--- config.mk ---
export PLATFORM = sky130hd
export DESIGN_NAME = game_io_regbank
export DESIGN_NICKNAME = d
export VERILOG_FILES = /design/src/rtl/game_io_pkg.sv /design/src/rtl/in_sync_edge.sv /design/src/rtl/game_io_regbank.sv
export SDC_FILE = /design/constraint.sdc
export NUM_CORES = 2
export LEC_CHECK = 0
export CORE_AREA = 10 10 308 310
export CTS_CLUSTER_SIZE = 12
export DETAILED_ROUTE_END_ITERATION = 12
export DIE_AREA = 0 0 318 320
export PLACE_DENSITY = 0.88
export SYNTH_ARGS = -nofsm -noshare
export SYNTH_HDL_FRONTEND = slang
export SYNTH_SLANG_ARGS = --single-unit
--- constraint.sdc ---
create_clock -name clock -period 60.3 [get_ports clock]
set_input_delay 18.09 -clock clock [delete_from_list [all_inputs] [get_ports clock]]
set_output_delay 18.09 -clock clock [all_outputs]
set_load 0.02 [all_outputs]
--- src/rtl/game_io_pkg.sv ---
// rtl/game_io_pkg.sv - shared defaults, field positions and address-map helpers for game_io_regbank
package game_io_pkg;
   localparam int DEF_DATA_W   = 32;
   localparam int DEF_NUM_REGS = 32;
   localparam int DEF_N_IN     = 3;
   localparam int DEF_N_OUT    = 1;
   localparam int DEF_IN_BASE  = 1;

   localparam int LEVEL_BIT = 0;
   localparam int EDGE_BIT  = 1;

   typedef enum logic [1:0] {
      REG_ZERO,
      REG_GEN,
      REG_IN,
      REG_OUT
   } region_e;

   function automatic region_e reg_region(input int idx, input int num_regs, input int in_base,
                                          input int n_in, input int n_out);
      if (idx == 0 || idx >= num_regs) return REG_ZERO;
      if (idx >= in_base && idx < in_base + n_in) return REG_IN;
      if (idx >= in_base + n_in && idx < in_base + n_in + n_out) return REG_OUT;
      return REG_GEN;
   endfunction
endpackage

--- src/rtl/in_sync_edge.sv ---
// rtl/in_sync_edge.sv - two-flop synchronizer with sticky rising-edge flag and write-1-to-clear
module in_sync_edge (
   input  logic clock,
   input  logic reset,
   input  logic async_i,
   input  logic clr_i,
   output logic level_o,
   output logic sticky_o
);
   logic meta_q, sync_q, seen_q, armed_q, sticky_q;
   logic armed_d, sticky_d, rise;

   // An edge only counts once a genuine low has been sampled after reset,
   // so an input already high at reset release never raises the flag.
   always_comb begin
      rise     = armed_q & meta_q & ~sync_q;
      armed_d  = armed_q | (seen_q & ~meta_q);
      sticky_d = rise | (sticky_q & ~clr_i);
   end

   always_ff @(posedge clock or posedge reset) begin
      if (reset) begin
         meta_q   <= 1'b0;
         sync_q   <= 1'b0;
         seen_q   <= 1'b0;
         armed_q  <= 1'b0;
         sticky_q <= 1'b0;
      end else begin
         meta_q   <= async_i;
         sync_q   <= meta_q;
         seen_q   <= 1'b1;
         armed_q  <= armed_d;
         sticky_q <= sticky_d;
      end
   end

   assign level_o  = sync_q;
   assign sticky_o = sticky_q;
endmodule

--- src/rtl/game_io_regbank.sv ---
// rtl/game_io_regbank.sv - processor register file with memory-mapped input flags and output registers
module game_io_regbank
   import game_io_pkg::*;
#(
   parameter int DATA_W   = DEF_DATA_W,
   parameter int NUM_REGS = DEF_NUM_REGS,
   parameter int N_IN     = DEF_N_IN,
   parameter int N_OUT    = DEF_N_OUT,
   parameter int IN_BASE  = DEF_IN_BASE,
   localparam int AW      = $clog2(NUM_REGS)
) (
   input  logic                    clock,
   input  logic                    reset,
   input  logic                    clk_en,
   input  logic                    ctrl_writeEnable,
   input  logic [AW-1:0]           ctrl_writeReg,
   input  logic [AW-1:0]           ctrl_readRegA,
   input  logic [AW-1:0]           ctrl_readRegB,
   input  logic [DATA_W-1:0]       data_writeReg,
   output logic [DATA_W-1:0]       data_readRegA,
   output logic [DATA_W-1:0]       data_readRegB,
   input  logic [N_IN-1:0]         ext_in,
   output logic [N_OUT*DATA_W-1:0] ext_out,
   output logic [N_OUT-1:0]        ext_out_valid
);
   localparam int OUT_BASE = IN_BASE + N_IN;

   logic                    wr_en;
   region_e                 wr_region;
   logic [DATA_W-1:0]       gen_q [NUM_REGS];
   logic [N_OUT*DATA_W-1:0] out_q;
   logic [N_OUT-1:0]        valid_q, valid_d;
   logic [N_IN-1:0]         level, sticky, clr;

   assign wr_en     = clk_en & ctrl_writeEnable;
   assign wr_region = reg_region(int'(ctrl_writeReg), NUM_REGS, IN_BASE, N_IN, N_OUT);

   for (genvar i = 0; i < N_IN; i++) begin : g_in
      assign clr[i] = wr_en && (int'(ctrl_writeReg) == IN_BASE + i) && data_writeReg[EDGE_BIT];
      in_sync_edge u_sync (
         .clock    (clock),
         .reset    (reset),
         .async_i  (ext_in[i]),
         .clr_i    (clr[i]),
         .level_o  (level[i]),
         .sticky_o (sticky[i])
      );
   end

   always_ff @(posedge clock or posedge reset) begin
      if (reset) begin
         for (int r = 0; r < NUM_REGS; r++) gen_q[r] <= '0;
      end else if (wr_en && wr_region == REG_GEN) begin
         gen_q[ctrl_writeReg] <= data_writeReg;
      end
   end

   // valid_d doubles as the write strobe, so the pulse tracks every write, changed value or not.
   for (genvar k = 0; k < N_OUT; k++) begin : g_out
      assign valid_d[k] = wr_en && (int'(ctrl_writeReg) == OUT_BASE + k);
      always_ff @(posedge clock or posedge reset) begin
         if (reset) begin
            out_q[k*DATA_W +: DATA_W] <= '0;
            valid_q[k]                <= 1'b0;
         end else begin
            valid_q[k] <= valid_d[k];
            if (valid_d[k]) out_q[k*DATA_W +: DATA_W] <= data_writeReg;
         end
      end
   end

   function automatic logic [DATA_W-1:0] read_reg(input logic [AW-1:0] idx);
      logic [DATA_W-1:0] v;
      logic [N_IN-1:0]   in_sel;
      v      = '0;
      in_sel = '0;
      case (reg_region(int'(idx), NUM_REGS, IN_BASE, N_IN, N_OUT))
         REG_GEN: v = gen_q[idx];
         REG_IN: begin
            in_sel       = N_IN'(1) << (int'(idx) - IN_BASE);
            v[LEVEL_BIT] = |(level & in_sel);
            v[EDGE_BIT]  = |(sticky & in_sel);
         end
         REG_OUT: v = DATA_W'(out_q >> (DATA_W * (int'(idx) - OUT_BASE)));
         default: v = '0;
      endcase
      return v;
   endfunction

   assign data_readRegA = read_reg(ctrl_readRegA);
   assign data_readRegB = read_reg(ctrl_readRegB);
   assign ext_out       = out_q;
   assign ext_out_valid = valid_q;
endmodule

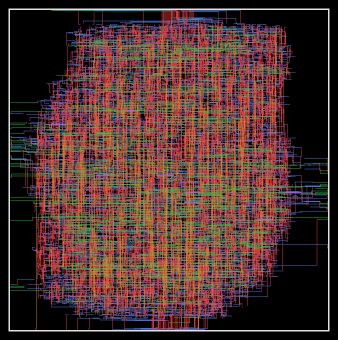
*Signal wires by layer*
Drawn at 1 px/um.
| color | layer | wire length |
|---|---|---|
| purple | met5 | 103 um |
| green | met3 | 22.2 mm |
| red | met2 | 75.4 mm |
| orange | met4 | 12,100 um |
| blue | met1 | 60.2 mm |

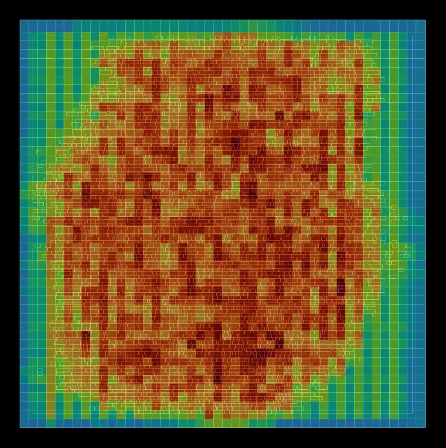
*Routing congestion map*
overall global routing resource usage: 33.0%
average routed wire per standard cell: 34.8 um

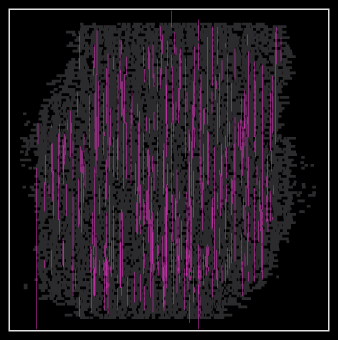
*Metal 4*
Drawn at 1 px/um. Cells faint in the background.
main direction: vertical
longest straight run: 161 um
share of all routed wire: 7.1%
nets with wire on the layer: 156
wire length on this layer: 12,100 um

==> results.txt <==
Reports from this run.

- The synthesized netlist occupies a cell area of 0.0555 sq mm.
- Looking at the power breakdown, sequential logic takes 47.4% of the total.
- The master cell of the clock root buffer is clkbuf_16.
- The cell-mix breakdown from Yosys lists the adder-cell area share as 0.316%.
- The flow ran to the end, and the final reports show no timing, DRC or antenna violations.
- The synthesized-area fraction occupied by and/or/nand/nor cells is 2.43%.
- Per Yosys stat, the portion of area used by sequential elements is 48.3%.
- The power drawn by the combinational cells reads 0.291 mW.
- The clock distribution power reads 0.653 mW.
- The data arrival time of the critical path is 23.07 ns.
- The power report puts the leakage power at 27.0 nW.
- The clock network accounts for 36.4% of the total power.
- The count of endpoints failing setup in the final report is 0.
- A synthesized cell averages 14.4 sq um.
- The critical setup path kind is primary input to output pin.
- The flow measured a signed area growth from synthesis to layout of 9.13%.
- In this design, the largest share of critical-path delay is due to buffers and inverters.
- The final weighted congestion of routability-driven global placement reads 0.884.
- The biggest area contributor in the post-synthesis netlist is dfrtp_1.
- In the routed layout, each cell is associated on average with a via count of 7.51.
- 151 I/O pins were placed.
state kept, by name, indices dropped and copies added (netlist names):
| name | count |
|---|---|
| g_in.u_sync.seen_q | 1 |
| g_in.u_sync.meta_q | 3 |
| ext_out_valid | 1 |
| g_in.u_sync.level_o | 3 |
| g_in.u_sync.armed_q | 3 |
| ext_out | 32 |
| g_in.u_sync.sticky_o | 3 |
| gen_q | 1024 |
metrics by stage:
step	setup WS (ns)	power [mW]	hold slack, ns
detailed placement	19.41	1.15	0.381
global route	19.00	1.85	0.400
CTS	19.38	1.79	0.395
floorplan	12.09	1.05	0.374
finish	19.14	1.79	0.391
global placement	19.47	1.13	0.376
layer usage:
metal	global-route usage, %	wire (um)
met4	20.0	12100
met1	42.2	60200
met3	10.4	22200
met5	0	103
met2	49.2	75400
Power and IR drop assume default switching activity.
